**src/rtl/i2s_rx.sv**
```systemverilog
// i2s_rx: I2S slave receiver. Oversamples sclk/lrclk/sdata on clk, assembles
// MSB-first words per slot and publishes each complete left/right pair with
// a one-cycle valid strobe.
// Build option: define I2S_RX_LEFT_JUSTIFIED_EN for left-justified framing
// (boundary bit is the MSB of the new slot); the default is standard I2S
// one-bit-delay framing (boundary bit is the LSB of the completed slot).
module i2s_rx #(
    parameter int WIDTH = 16,
    parameter int CNT_W = 6
) (
    input  logic             clk,
    input  logic             rst,
    input  logic             sclk,
    input  logic             lrclk,
    input  logic             sdata,
    output logic [WIDTH-1:0] left_chan,
    output logic [WIDTH-1:0] right_chan,
    output logic             valid,
    output logic             locked,
    output logic             err
);

    typedef enum logic [1:0] {IDLE, LEFT, RIGHT} state_t;

    localparam logic [CNT_W-1:0] WIDTH_C = CNT_W'(WIDTH);
    localparam logic [CNT_W-1:0] CNT_MAX = '1;

    // pin index: 0 = sclk, 1 = lrclk, 2 = sdata
    logic [2:0]       pins;
    logic [2:0]       sync1_reg;
    logic [2:0]       sync2_reg;
    logic             sclk_d_reg;
    logic             bit_evt;

    logic             evt_reg;
    logic             lr_cur_reg;
    logic             d_cur_reg;
    logic             lr_prev_reg;
    logic             cur_vld_reg;
    logic             prev_vld_reg;
    logic             boundary;

    logic [WIDTH-1:0] shreg_reg;
    logic [CNT_W-1:0] cnt_reg;
    logic [WIDTH-1:0] shift_in;
    logic [WIDTH-1:0] shift_sh;
    logic [CNT_W-1:0] cnt_inc;
    logic [WIDTH-1:0] close_sh;
    logic [CNT_W-1:0] close_n;
    logic [WIDTH-1:0] start_sh;
    logic [CNT_W-1:0] start_cnt;
    logic [WIDTH-1:0] word;
    logic             short_slot;

    state_t           state_reg;
    state_t           state_next;
    logic             stage_load;
    logic             publish;
    logic             err_next;
    logic [WIDTH-1:0] stage_reg;
    logic             stage_vld_reg;
    logic [WIDTH-1:0] left_reg;
    logic [WIDTH-1:0] right_reg;
    logic             valid_reg;
    logic             locked_reg;
    logic             err_reg;

    assign pins = {sdata, lrclk, sclk};

    // Two-flop synchronizer on each asynchronous pin
    for (genvar gi = 0; gi < 3; gi++) begin : g_sync
        always_ff @(posedge clk) begin
            if (rst) begin
                sync1_reg[gi] <= 1'b0;
                sync2_reg[gi] <= 1'b0;
            end else begin
                sync1_reg[gi] <= pins[gi];
                sync2_reg[gi] <= sync1_reg[gi];
            end
        end
    end

    // Delayed synced sclk for rising-edge detection
    always_ff @(posedge clk) begin
        if (rst) sclk_d_reg <= 1'b0;
        else     sclk_d_reg <= sync2_reg[0];
    end

    assign bit_evt = sync2_reg[0] & ~sclk_d_reg;

    // Capture lrclk/sdata on each bit event; lr_prev is only trusted once two
    // events have been seen since reset, so reset itself never fakes a boundary
    always_ff @(posedge clk) begin
        if (rst) begin
            evt_reg      <= 1'b0;
            lr_cur_reg   <= 1'b0;
            d_cur_reg    <= 1'b0;
            lr_prev_reg  <= 1'b0;
            cur_vld_reg  <= 1'b0;
            prev_vld_reg <= 1'b0;
        end else begin
            evt_reg <= bit_evt;
            if (bit_evt) begin
                lr_cur_reg   <= sync2_reg[1];
                d_cur_reg    <= sync2_reg[2];
                lr_prev_reg  <= lr_cur_reg;
                prev_vld_reg <= cur_vld_reg;
                cur_vld_reg  <= 1'b1;
            end
        end
    end

    assign boundary = evt_reg && prev_vld_reg && (lr_cur_reg != lr_prev_reg);

    if (WIDTH == 1) begin : g_sh1
        assign shift_in = d_cur_reg;
    end else begin : g_shn
        assign shift_in = {shreg_reg[WIDTH-2:0], d_cur_reg};
    end

    // Slot datapath: shift/count, and the word produced when a slot closes
    always_comb begin
        shift_sh = (cnt_reg < WIDTH_C) ? shift_in : shreg_reg;
        cnt_inc  = (cnt_reg == CNT_MAX) ? cnt_reg : cnt_reg + 1'b1;
`ifdef I2S_RX_LEFT_JUSTIFIED_EN
        // boundary bit opens the new slot as its MSB
        close_sh  = shreg_reg;
        close_n   = cnt_reg;
        start_sh  = WIDTH'(d_cur_reg);
        start_cnt = CNT_W'(1);
`else
        // boundary bit is the LSB of the slot being closed
        close_sh  = shift_sh;
        close_n   = cnt_inc;
        start_sh  = '0;
        start_cnt = '0;
`endif
        short_slot = (close_n < WIDTH_C);
        word       = short_slot ? (close_sh << (WIDTH_C - close_n)) : close_sh;
    end

    // Shift register and bit counter
    always_ff @(posedge clk) begin
        if (rst) begin
            shreg_reg <= '0;
            cnt_reg   <= '0;
        end else if (evt_reg) begin
            if (boundary) begin
                shreg_reg <= start_sh;
                cnt_reg   <= start_cnt;
            end else begin
                shreg_reg <= shift_sh;
                cnt_reg   <= cnt_inc;
            end
        end
    end

    // FSM state register
    always_ff @(posedge clk) begin
        if (rst) state_reg <= IDLE;
        else     state_reg <= state_next;
    end

    // FSM next state: slots alternate once aligned to the first boundary
    always_comb begin
        state_next = state_reg;
        if (boundary) begin
            case (state_reg)
                IDLE:    state_next = lr_cur_reg ? RIGHT : LEFT;
                LEFT:    state_next = RIGHT;
                RIGHT:   state_next = LEFT;
                default: state_next = IDLE;
            endcase
        end
    end

    // FSM outputs: a pair is published only if a left word was staged after
    // alignment, so a lone right slot never produces a mismatched pair
    always_comb begin
        stage_load = 1'b0;
        publish    = 1'b0;
        err_next   = 1'b0;
        if (boundary) begin
            case (state_reg)
                LEFT: begin
                    stage_load = 1'b1;
                    err_next   = short_slot;
                end
                RIGHT: begin
                    publish  = stage_vld_reg;
                    err_next = short_slot;
                end
                default: ;
            endcase
        end
    end

    // Left staging and coherent output pair registers
    always_ff @(posedge clk) begin
        if (rst) begin
            stage_reg     <= '0;
            stage_vld_reg <= 1'b0;
            left_reg      <= '0;
            right_reg     <= '0;
            valid_reg     <= 1'b0;
            locked_reg    <= 1'b0;
            err_reg       <= 1'b0;
        end else begin
            valid_reg <= publish;
            err_reg   <= err_next;
            if (stage_load) begin
                stage_reg     <= word;
                stage_vld_reg <= 1'b1;
            end
            if (publish) begin
                left_reg      <= stage_reg;
                right_reg     <= word;
                locked_reg    <= 1'b1;
                stage_vld_reg <= 1'b0;
            end
        end
    end

    assign left_chan  = left_reg;
    assign right_chan = right_reg;
    assign valid      = valid_reg;
    assign locked     = locked_reg;
    assign err        = err_reg;

endmodule

```
**config.mk**
```make
export PLATFORM = sky130hd
export DESIGN_NAME = i2s_rx
export DESIGN_NICKNAME = d
export VERILOG_FILES = /design/src/rtl/i2s_rx.sv
export SDC_FILE = /design/constraint.sdc
export NUM_CORES = 1
export LEC_CHECK = 0
export CORE_MARGIN = 2
export CORE_UTILIZATION = 35
export DETAILED_ROUTE_END_ITERATION = 8
export PLACE_DENSITY = 0.64
export SKIP_CTS_REPAIR_TIMING = 1
export SLEW_MARGIN = 10
export SYNTH_ARGS = -nofsm -noshare
export SYNTH_HDL_FRONTEND = slang
export SYNTH_SLANG_ARGS = --single-unit
```
**constraint.sdc**
```tcl
create_clock -name clk -period 2.7 [get_ports clk]
set_input_delay 0.81 -clock clk [delete_from_list [all_inputs] [get_ports clk]]
set_output_delay 0.81 -clock clk [all_outputs]
set_load 0.01 [all_outputs]
```
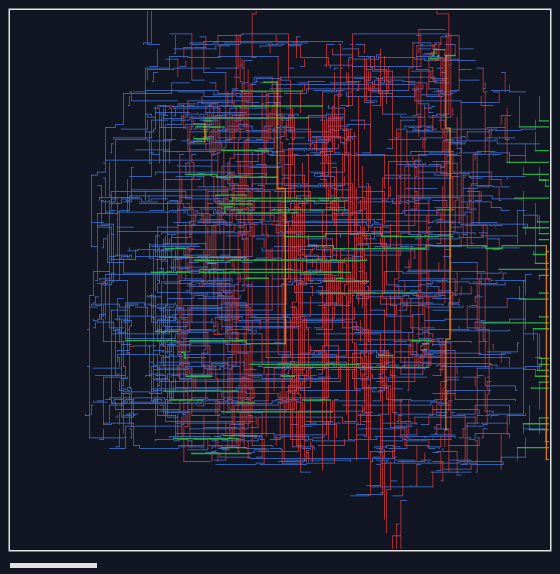
(signal wires by layer)
Scale bar: 20 um.
legend:
  met2:
    colour: red
    wire_length: 6560 um
  met1:
    colour: blue
    wire_length: 6870 um
  met4:
    colour: orange
    wire_length: 202 um
  met3:
    colour: green
    wire_length: 848 um

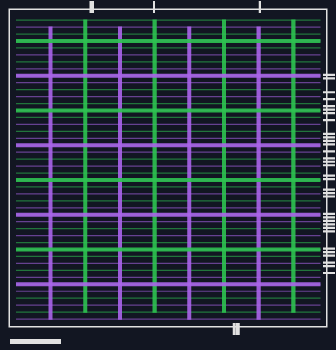
(supply network)
Scale bar: 20 um. Pins as bars on the die edge.
legend:
  VDD:
    colour: green
  VSS:
    colour: purple
signal pins: 40
met4 straps: 8
met1 rails: 44
rows: 43
met5 straps: 8

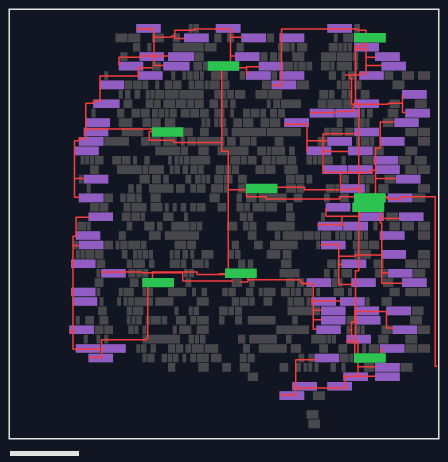
(clock network drawn from the DEF)
Scale bar: 20 um.
legend:
  clock wires:
    colour: red
    length: 1180 um
  cells driving clock nets:
    colour: green
    count: 9
  flip-flops:
    colour: purple
    count: 89
routed clock nets: 10
flops lie: widely spread

==> run summary <==
yosys + openroad results -> share of synthesized registers carrying an async set or reset=0%, worst hold path class=reg2reg, number of register bits inferred by synthesis=89, clock tree buffer depth=2, Final min period=2.62 ns, FMAX=381 MHz, layout cells sized above 1=18.8%, DIE HEIGHT=~120 um, P_leak=2.10 nW, count of instantiated cells in the yosys netlist=around 600, result of the run=complete, no violations, clock share of power=a little under half, total core area=13900 um2, FF-to-FF End=stage_reg[12], GRT Total Usage=19.4%, post-route cell area=about 6300 um2, vias in the first global route=4185, count of flip-flops with a built-in enable after synthesis=0, number of search-and-repair iterations in the first detailed-routing pass=6, clock tree root buffer cell=sky130_fd_sc_hd__clkbuf_16, CP Buf/Inv Count=1, FF-to-FF setup slack=0.08 ns, number of vias per cell=5.69, logic depth of the worst path, buffers included=10, relative slew slack=25.5%, ratio of final minimum period to clock period=97.1%, antenna diode instance count=0, Routed WL=14500 um, portion of total power attributed to sequential cells=between 40% and 50%, CTS H-tree lvls=3, cell types with the largest area share after synthesis=sky130_fd_sc_hd__dfxtp_1 36%, sky130_fd_sc_hd__nor2_1 4.1%, sky130_fd_sc_hd__nand2_1 3.4%, sky130_fd_sc_hd__mux2i_1 3.2%, sky130_fd_sc_hd__a22o_1 3.1%, Starting Density=between 30% and 40%, final standard cell utilization of the core=45.3%, Reg2Reg Launch Point=cnt_reg[0], slew at the pin with the worst max-slew slack=1.11 ns, floorplan row count=roughly 43, critical path data required time=roughly 3 ns, YS warnings=0, Worst Setup Path Type=reg2reg, overflow left after global routing=0, dpl cells=811, count of cell types in the netlist=76, per-cell routed wire length=17.4 um, worst hold path endpoint=evt_reg, global-route wire length before repair=22800 um, number of nets in the final layout=around 660, setup repair after global routing missed its margin=true, fraction of power spent switching nets=22.8%, cell at the slowest stage of the critical path=sky130_fd_sc_hd__mux4_2, largest fanout on the critical path=5, IO Pins=around 40, Final setup viols=0, max-slew violation total from the final report=0, nature of the critical path endpoint=flop, maximum capacitance violations=0, maximum vdd ir drop=around 330 uV, most frequent cells in the layout=86 x sky130_fd_sc_hd__dfxtp_1, 54 x sky130_fd_sc_hd__nor2_1, 50 x sky130_fd_sc_hd__buf_4, Switching Power=0.000631 W, clock tree from TritonCTS=yes, source of the critical timing path=cnt_reg[0]
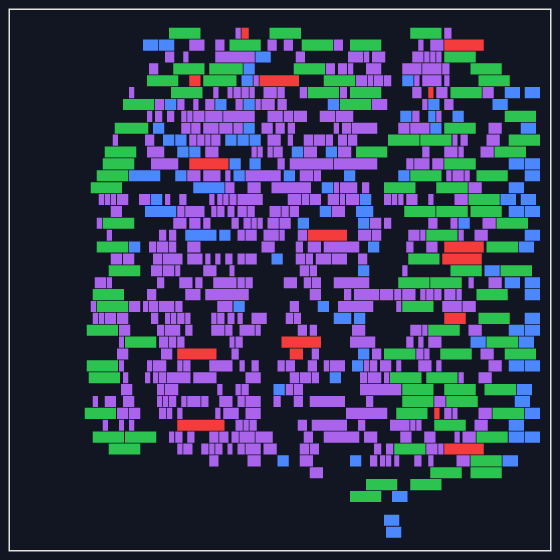
(cell classes on the final placement)
legend:
  other buffers and delay cells:
    colour: blue
    cells: 95
    share_of_their_area: 14%
  flip-flops:
    colour: green
    cells: 89
    share_of_their_area: 29%
  clock drivers and dummy loads:
    colour: red
    cells: 16
    share_of_their_area: 4.9%
  all other logic:
    colour: purple
    cells: 453
    share_of_their_area: 52%

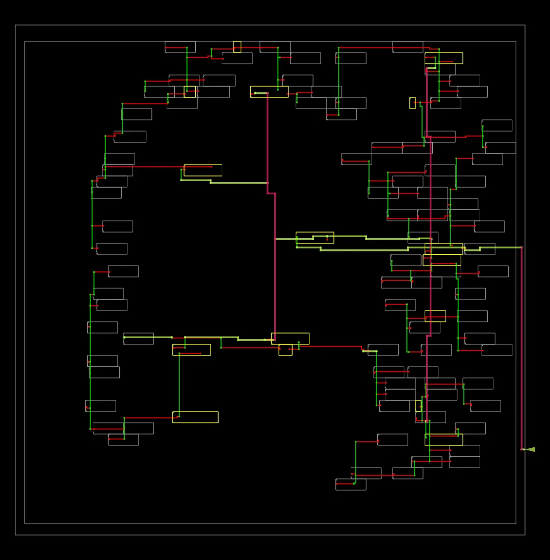
(the clock network)
number of clock buffer instances in the layout: 12
clock network power: 0.00127 W
number of buffers inserted during clock tree synthesis: 9
largest clock skew in the final design: 0.00568 ns
number of sequential storage elements: 89

[area by class of cell]
cell class	instances	area, um2
clock buffer	12	246
clock inverter	4	51.3
fill	1344	7620
inverter	22	92.6
multi-input combinational	431	3050
sequential	89	1790
tap	180	225
timing repair buffer	95	863
[cell usage after synthesis, types with 17 or more instances]
| library cell | number |
|---|---|
| sky130_fd_sc_hd__inv_1 | 22 |
| sky130_fd_sc_hd__clkbuf_1 | 33 |
| sky130_fd_sc_hd__a21oi_1 | 28 |
| sky130_fd_sc_hd__nor3_1 | 28 |
| sky130_fd_sc_hd__dfxtp_1 | 89 |
| sky130_fd_sc_hd__a211oi_1 | 17 |
| sky130_fd_sc_hd__nand3_1 | 22 |
| sky130_fd_sc_hd__nor2_1 | 55 |
| sky130_fd_sc_hd__a22o_1 | 18 |
| sky130_fd_sc_hd__o21ai_0 | 22 |
| sky130_fd_sc_hd__nand2_1 | 45 |
[cell families (layout without fill, tap and decap cells)]
family | Yosys count | count (layout) | share of synthesized area (%)
AOI/OAI and AO/OA | 190 | 190 | 28.0
adders and majority gates | 5 | 5 | 1.25
xor gates and xnor gates | 6 | 6 | 1.35
muxes | 22 | 22 | 5.89
buffers and inverters | 80 | 133 | 7.19
and+or+nand+nor | 208 | 208 | 20.8
DFF | 89 | 89 | 35.6
[per-stage QoR]
stage                     setup slack, ns  total power, W
final                              0.0780         0.00277
after floorplan                   -0.0241         0.00146
after CTS                         -0.0714         0.00278
after global placement             0.0118         0.00151
after detailed placement          -0.0478         0.00151
after global routing              -0.0302         0.00286
[per-layer routing]
layer	vias to the layer above	GRT usage [%]	wire, um	share of wire (%)
li1	2321	-	-	-
met1	2255	27.5	6870	47
met2	150	30.2	6560	45
met3	11	3.07	848	5.9
met4	0	6.32	202	1.4
met5	-	0	0	0
No activity file was given, so power comes from the tool's default toggle rates.
